Design uart_tx_framer, sky130hd; sources not shown.
Figure 1. Met1 routing.
The bar under the picture is 50 µm long. Cells faint in the background.
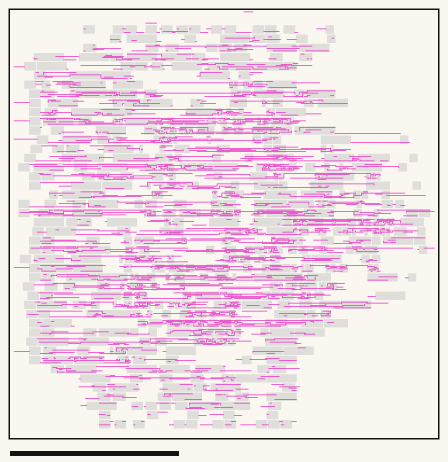
wire length on this layer: 6660 µm
longest straight run: 47.4 µm
main direction: horizontal
total number of vias: 3981
aggregate routed wire length: 14500 µm
met1 usage: 0.256

Figure 2. The metal 2 layer.
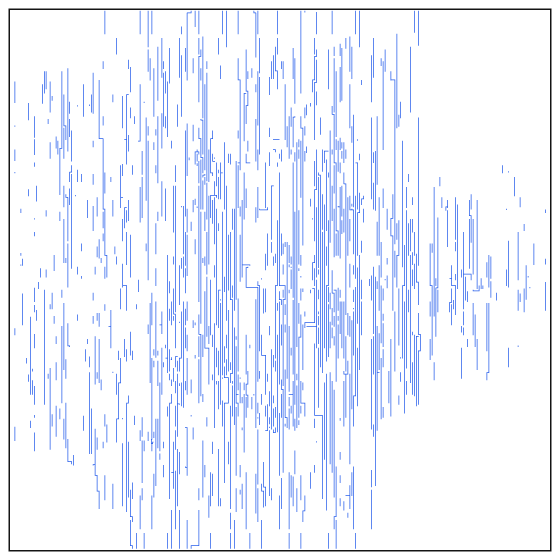
nets with wire on the layer: 573
share of all routed wire: 47%
main direction: vertical
wire length on this layer: 6860 µm
longest straight run: 49.0 µm
routing usage on met2: 0.288

==> impl_report.txt <==
IMPLEMENTATION SUMMARY REPORT
----------------------------------------------------
[Outcome]
  Result of the run ........................ complete, but fails checks
  Failing checks ........................ negative setup slack

[Critical path]
  Slowest library cell on the worst path ........................ sky130_fd_sc_hd__dfrtp_2
  Cell family with the largest share of critical-path delay ........................ AND-OR/OR-AND gates
  Slack of the worst reg-to-reg path ........................ -0.23 ns
  Max stage delay on crit path ........................ 0.47 ns
  Signal arrival time at the worst endpoint ........................ 2.36 ns
  Number of cells on the critical path ........................ 8

[Floorplanning]
  Die H ........................ 127 µm
  Die width ........................ 127 µm

[Synth]
  Adder-Cell Fraction of Synth Area ........................ 0.0134
  Top comb family, area ........................ multiplexers
  Cell area after synthesis ........................ 4680 µm²
  Library cells used by synthesis ........................ 61
  Synth Area in Simple Gates ........................ 0.124
  YS chip area ........................ 4680 µm²
  Area fraction in xor and xnor cells ........................ 0.00722
  Proportion of synthesized area in mux cells ........................ 0.202
  Most instantiated cells after synthesis ........................ sky130_fd_sc_hd__dfrtp_1, sky130_fd_sc_hd__mux2_2, sky130_fd_sc_hd__nand2_1

[Job]
  Number of logged tool warnings ........................ 33

[Timing]
  Finish-stage setup viols ........................ 8
  PnR worst setup slack ........................ -0.226 ns
  Crit path time final ........................ 2.13 ns

[Clocking]
  Number of buffers created by CTS ........................ 9
  Sink Count ........................ 88
  Root Driver ........................ sky130_fd_sc_hd__clkbuf_16
  Clock latency reported for the late side of the worst-skew pair ........................ 0.35 ns
  Clock tree from TritonCTS ........................ yes

[Global route]
  Global-route congestion overflow total ........................ 0

[Layout]
  Storage cell area ........................ 2210 µm²
  Share of the core filled with cells ........................ 0.476
  Layout-stage area growth over the synthesis result ........................ 49.0%
  Area of the multi-input gates ........................ 2580 µm²

[Detailed routing]
  Number of DRC violations after detailed routing ........................ 0
  Vias per inst ........................ 5.26
  Post-route ant nets ........................ 0

[Placed design]
  Half-perimeter wire length after detailed placement ........................ 10800 µm
  Placer congestion estimate ........................ 0.871

----------------------------------------------------
[through the flow]
step                      std cells  power [mW]  worst slack [ns]
final                           757        11.8            -0.226
after global routing            757        12.4            -0.272
after CTS                       755        11.7            -0.189
after detailed placement        726        9.34            -0.509
after global placement          726        9.26            -0.494
after floorplan                 413        7.05          -0.00654
[placed cells by master, fill, tap and decap left out, drive strengths merged, types with 6 or more instances in the layout]
cell type,instances
inv,8
nand3,16
dfrtp,88
nand2,33
clkdlybuf4s50,74
clkbuf,10
a21oi,10
mux2,75
a22oi,13
nor2,19
a22o,8
buf,96
o21ai,19
nor2b,6
mux2i,10
[layout make-up]
type	instances	area share
clock inverters	7	0.0111
repair buffers	172	0.234
well taps	184	0.0330
flip-flops and latches	88	0.316
inverters	5	0.00269
multi-input cells	292	0.370
clock buffers	9	0.0323
[layer usage]
layer | wire [µm] | global-route usage | up-vias | part of all wire
met5 | 0 | 0 | - | 0
met4 | 333 | 0.0750 | 0 | 0.023
met3 | 687 | 0.0308 | 22 | 0.047
met2 | 6860 | 0.288 | 133 | 0.47
met1 | 6660 | 0.256 | 1969 | 0.46
li1 | - | - | 1857 | -
[repair_timing]
action	4_1_cts	5_1_grt
setup endpoints to repair	8	11
pin swaps	32	7
endpoints found under the hold margin	13	0
resized	41	16
hold buffers	1	0
setup buffers	14	2
[kinds of logic (layout without fill, tap and decap cells)]
group / Yosys count / after routing
DFF: 88 / 88
and+or+nand+nor: 107 / 107
adders and majority gates: 5 / 5
muxes: 85 / 85
xor gates and xnor gates: 3 / 3
buffers and inverters: 33 / 193
AOI/OAI and AO/OA: 92 / 92
[report_power, final]
group | switching, mW | internal [mW] | leakage (nW)
Clock | 0.792 | 1.03 | 0.142
Combinational | 3.23 | 3.07 | 1.62
Sequential | 0.874 | 2.81 | 1.05
Total | 4.90 | 6.91 | 2.81
Power figures rest on the tool's default switching activity, not on a simulated workload.
